**Register map, names as in the netlist**

Other sequential cells in the stronger grey, the rest of the logic in the fainter grey.
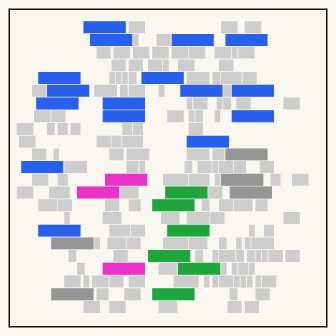
**PDN straps and rails**

Pins as bars on the die edge. Tap cells in grey.
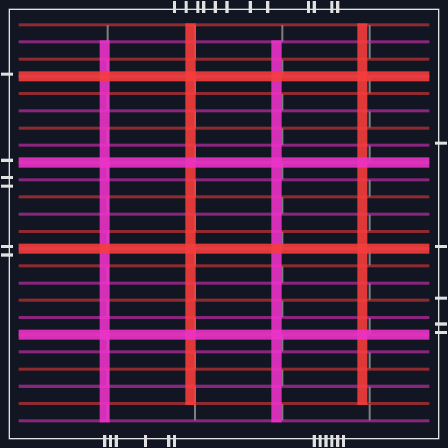
### config.mk
export PLATFORM = sky130hd
export DESIGN_NAME = decoder_3x8_stream
export DESIGN_NICKNAME = d
export VERILOG_FILES = /design/src/rtl/decoder_3x8_stream_pkg.sv /design/src/rtl/decoder_3x8.sv /design/src/rtl/decoder_3x8_stream.sv
export SDC_FILE = /design/constraint.sdc
export NUM_CORES = 1
export LEC_CHECK = 0
export CORE_UTILIZATION = 35
export CTS_CLUSTER_SIZE = 30
export DETAILED_ROUTE_END_ITERATION = 10
export SYNTH_ARGS = -nofsm -noshare
export SYNTH_HDL_FRONTEND = slang
export SYNTH_SLANG_ARGS = --single-unit
### constraint.sdc
create_clock -name clk -period 2 [get_ports clk]
set_input_delay 0.4 -clock clk [delete_from_list [all_inputs] [get_ports clk]]
set_output_delay 0.4 -clock clk [all_outputs]
set_load 0.005 [all_outputs]
### src/rtl/decoder_3x8_stream_pkg.sv
// ============================================================================
// Module   : decoder_3x8_stream_pkg
// Brief    : Shared widths, occupancy constants and helpers for the 3x8 decoder.
// Revision : 1.0  initial release
// ============================================================================
`default_nettype none

package decoder_3x8_stream_pkg;

  localparam int CODE_W   = 3;
  localparam int ONEHOT_W = 8;

  localparam logic [1:0] CNT_EMPTY = 2'd0;
  localparam logic [1:0] CNT_FULL  = 2'd2;

  typedef logic [CODE_W-1:0]   code_t;
  typedef logic [ONEHOT_W-1:0] onehot_t;

  // Successor in the walking sequence; wraps 7 -> 0 by width.
  function automatic code_t next_code(input code_t c);
    return c + code_t'(1);
  endfunction

endpackage

`default_nettype wire

### src/rtl/decoder_3x8.sv
// ============================================================================
// Module   : decoder_3x8
// Brief    : Combinational 3-bit binary to 8-bit one-hot decoder with enable.
// Revision : 1.0  initial release
// ============================================================================
`default_nettype none

module decoder_3x8
  import decoder_3x8_stream_pkg::*;
(
  input  logic    en,
  input  code_t   code,
  output onehot_t onehot
);

  assign onehot = en ? (onehot_t'(1) << code) : '0;

endmodule

`default_nettype wire

### src/rtl/decoder_3x8_stream.sv
// ============================================================================
// Module   : decoder_3x8_stream
// Brief    : Valid/ready 3x8 decoder with 2-entry code FIFO, accept counter
//            and walking-sequence checker.
// Revision : 1.0  initial release
// ============================================================================
`default_nettype none

module decoder_3x8_stream
  import decoder_3x8_stream_pkg::*;
#(
  parameter int CNT_W     = 16,
  parameter bit CHECK_SEQ = 1'b1
) (
  input  logic             clk,
  input  logic             rst_n,
  input  logic             in_valid,
  output logic             in_ready,
  input  logic             a,
  input  logic             b,
  input  logic             c,
  input  logic             seq_clr,
  output logic             out_valid,
  input  logic             out_ready,
  output logic [7:0]       d,
  output logic [CNT_W-1:0] code_cnt,
  output logic             seq_err
);

  logic [1:0]       r_occ;
  code_t            r_mem [2];
  logic             r_head;
  logic [CNT_W-1:0] r_code_cnt;
  code_t            r_prev;
  logic             r_have_ref;
  logic             r_seq_err;

  code_t w_code;
  logic  w_accept;
  logic  w_pop;
  logic  w_wr_ptr;

  assign w_code    = {a, b, c};
  assign in_ready  = (r_occ != CNT_FULL);
  assign out_valid = (r_occ != CNT_EMPTY);
  assign w_accept  = in_valid && in_ready;
  assign w_pop     = out_valid && out_ready;
  // With two slots the tail is the head when empty and the other slot otherwise.
  assign w_wr_ptr  = r_head ^ r_occ[0];

  always_ff @(posedge clk or negedge rst_n) begin
    if (!rst_n) begin
      r_occ      <= CNT_EMPTY;
      r_head     <= 1'b0;
      r_mem[0]   <= '0;
      r_mem[1]   <= '0;
      r_code_cnt <= '0;
    end else begin
      if (w_accept) begin
        r_mem[w_wr_ptr] <= w_code;
        r_code_cnt      <= r_code_cnt + CNT_W'(1);
      end
      if (w_pop)
        r_head <= ~r_head;
      case ({w_accept, w_pop})
        2'b10:   r_occ <= r_occ + 2'd1;
        2'b01:   r_occ <= r_occ - 2'd1;
        default: r_occ <= r_occ;
      endcase
    end
  end

  // A clear coinciding with an accept makes that code the fresh reference.
  always_ff @(posedge clk or negedge rst_n) begin
    if (!rst_n) begin
      r_prev     <= '0;
      r_have_ref <= 1'b0;
      r_seq_err  <= 1'b0;
    end else if (seq_clr) begin
      r_seq_err  <= 1'b0;
      r_have_ref <= w_accept;
      if (w_accept)
        r_prev <= w_code;
    end else if (w_accept) begin
      if (r_have_ref && (w_code != next_code(r_prev)))
        r_seq_err <= 1'b1;
      r_prev     <= w_code;
      r_have_ref <= 1'b1;
    end
  end

  assign seq_err  = CHECK_SEQ && r_seq_err;
  assign code_cnt = r_code_cnt;

  decoder_3x8 u_dec (
    .en     (out_valid),
    .code   (r_mem[r_head]),
    .onehot (d)
  );

endmodule

`default_nettype wire

==> results.txt <==
run metrics: share of post-route cells with drive strength above 1=18.89%, number of flops mapped to enable cells by yosys=0, worst hold endpoint=code_cnt[15], top_reg_cell synth=sky130_fd_sc_hd__dfrtp_1, detail-routed via count per cell=4.717, net count reported at finish=191, worst setup slack after layout=0.1285 ns, setup repair after global routing missed its margin=false, number of nets still failing antenna checks after routing=0, clock tree from TritonCTS=yes, Internal Pwr Total=1.772 mW, Util after Layout=49.34%, status=complete, no violations, cell count listed in synth_stat.txt=136, combined area of the multi-input logic cells=710.7 um2, Max Freq=534.3 MHz, TritonCTS buffer count=5, number of unique standard cell types used by synthesis=33, RR Startpoint=r_head, CP startpoint kind=flip-flop, most instantiated logic cell after routing=sky130_fd_sc_hd__dfrtp_1
Notes on 'register map, names as in the netlist' above:
legend:
  code_cnt:
    colour: blue
    flops: 16
  r_mem:
    colour: green
    flops: 6
    where: bottom centre
  r_prev:
    colour: magenta
    flops: 3
not coloured: 5
power of the sequential group: 0.983 mW
Seq/total area: 37.50%
register area: 750.7 um2

Notes on 'PDN straps and rails' above:
legend:
  VSS:
    colour: magenta
  VDD:
    colour: red
rows: 23
met4 straps: 4
met5 straps: 4
signal pins: 35
area of the core: 4058 um2
die y size: 67.61 um

## synth_stat cells, types with 2 or more instances
cell type / number / share of area [%]
sky130_fd_sc_hd__nand4_1: 3 / 1.2
sky130_fd_sc_hd__xor2_1: 9 / 5.2
sky130_fd_sc_hd__mux2_4: 3 / 3.0
sky130_fd_sc_hd__nand3_1: 3 / 1.0
sky130_fd_sc_hd__xnor2_1: 14 / 8.1
sky130_fd_sc_hd__o21ai_0: 2 / 0.66
sky130_fd_sc_hd__ha_1: 3 / 2.5
sky130_fd_sc_hd__and2_1: 3 / 1.2
sky130_fd_sc_hd__a21oi_1: 3 / 1.0
sky130_fd_sc_hd__mux2_2: 8 / 6.0
sky130_fd_sc_hd__inv_1: 8 / 2.0
sky130_fd_sc_hd__nand2_1: 7 / 1.7
sky130_fd_sc_hd__nor2_1: 16 / 4.0
sky130_fd_sc_hd__dfrtp_1: 30 / 50
sky130_fd_sc_hd__nor3_1: 6 / 2.0
## cells by family (layout without fill, tap and decap cells)
kind of cell / count (synthesis) / after routing / synth area share (%)
DFF: 30 / 30 / 49.83
AOI/OAI and AO/OA: 9 / 9 / 3.904
buffers and inverters: 12 / 56 / 3.820
muxes: 11 / 11 / 8.970
and+or+nand+nor: 48 / 48 / 17.61
adders and majority gates: 3 / 3 / 2.492
xor gates and xnor gates: 23 / 23 / 13.37
## area by class of cell
cell class	instances	area share, %
clock buffers	7	3.813
multi-input cells	94	35.50
well taps	50	3.125
repair buffers	40	18.38
flip-flops and latches	30	37.50
inverters	9	1.688
## what timing repair did
action                     in CTS  in global routing
setup endpoints to repair       8                  2
gates resized                  11                  4
pin swaps                       1                  1
cloned                          0                  0
## state kept, by name (all words and copies together), names as in the netlist
name / cells
r_occ: 2
r_prev: 3
seq_err: 1
r_head: 1
r_mem: 6
code_cnt: 16
r_have_ref: 1
## critical path, stage by stage (launching register included)
cell and delay (ns):
sky130_fd_sc_hd__dfrtp_1 0.35, sky130_fd_sc_hd__mux2_2 0.36, sky130_fd_sc_hd__nand2b_4 0.16, sky130_fd_sc_hd__nor2_1 0.10
sky130_fd_sc_hd__dlygate4sd2_1 0.24
## metal layers
layer | vias to the layer above | track usage, % | part of all wire, %
met5 | - | 0 | 0
met4 | 0 | 5.585 | 1.4
met3 | 6 | 5.068 | 4.1
met2 | 20 | 23.64 | 50
met1 | 519 | 18.18 | 45
li1 | 540 | - | -
## power by group through the flow
stage          Sequential [mW]  Combinational (mW)  Clock [mW]
2_1_floorplan            0.972               0.775           0
3_3_place_gp             0.976                1.25           0
3_5_place_dp             0.989                1.28           0
4_1_cts                  0.983                1.28       0.457
5_1_grt                   1.02                1.37       0.482
6_report                 0.983                1.26       0.443
## worst max-delay path by stage
stage	to	depth (start not counted)	from	slack [ns]
global placement	r_occ[1]	6	in_valid	0.10
floorplan	r_occ[1]	6	r_occ[0]	0.38
CTS	d[5]	4	r_head	0.03
finish	d[3]	4	r_head	0.13
detailed placement	d[5]	4	r_head	0.06
global route	d[3]	4	r_head	0.06
No activity file was given, so power comes from the tool's default toggle rates.
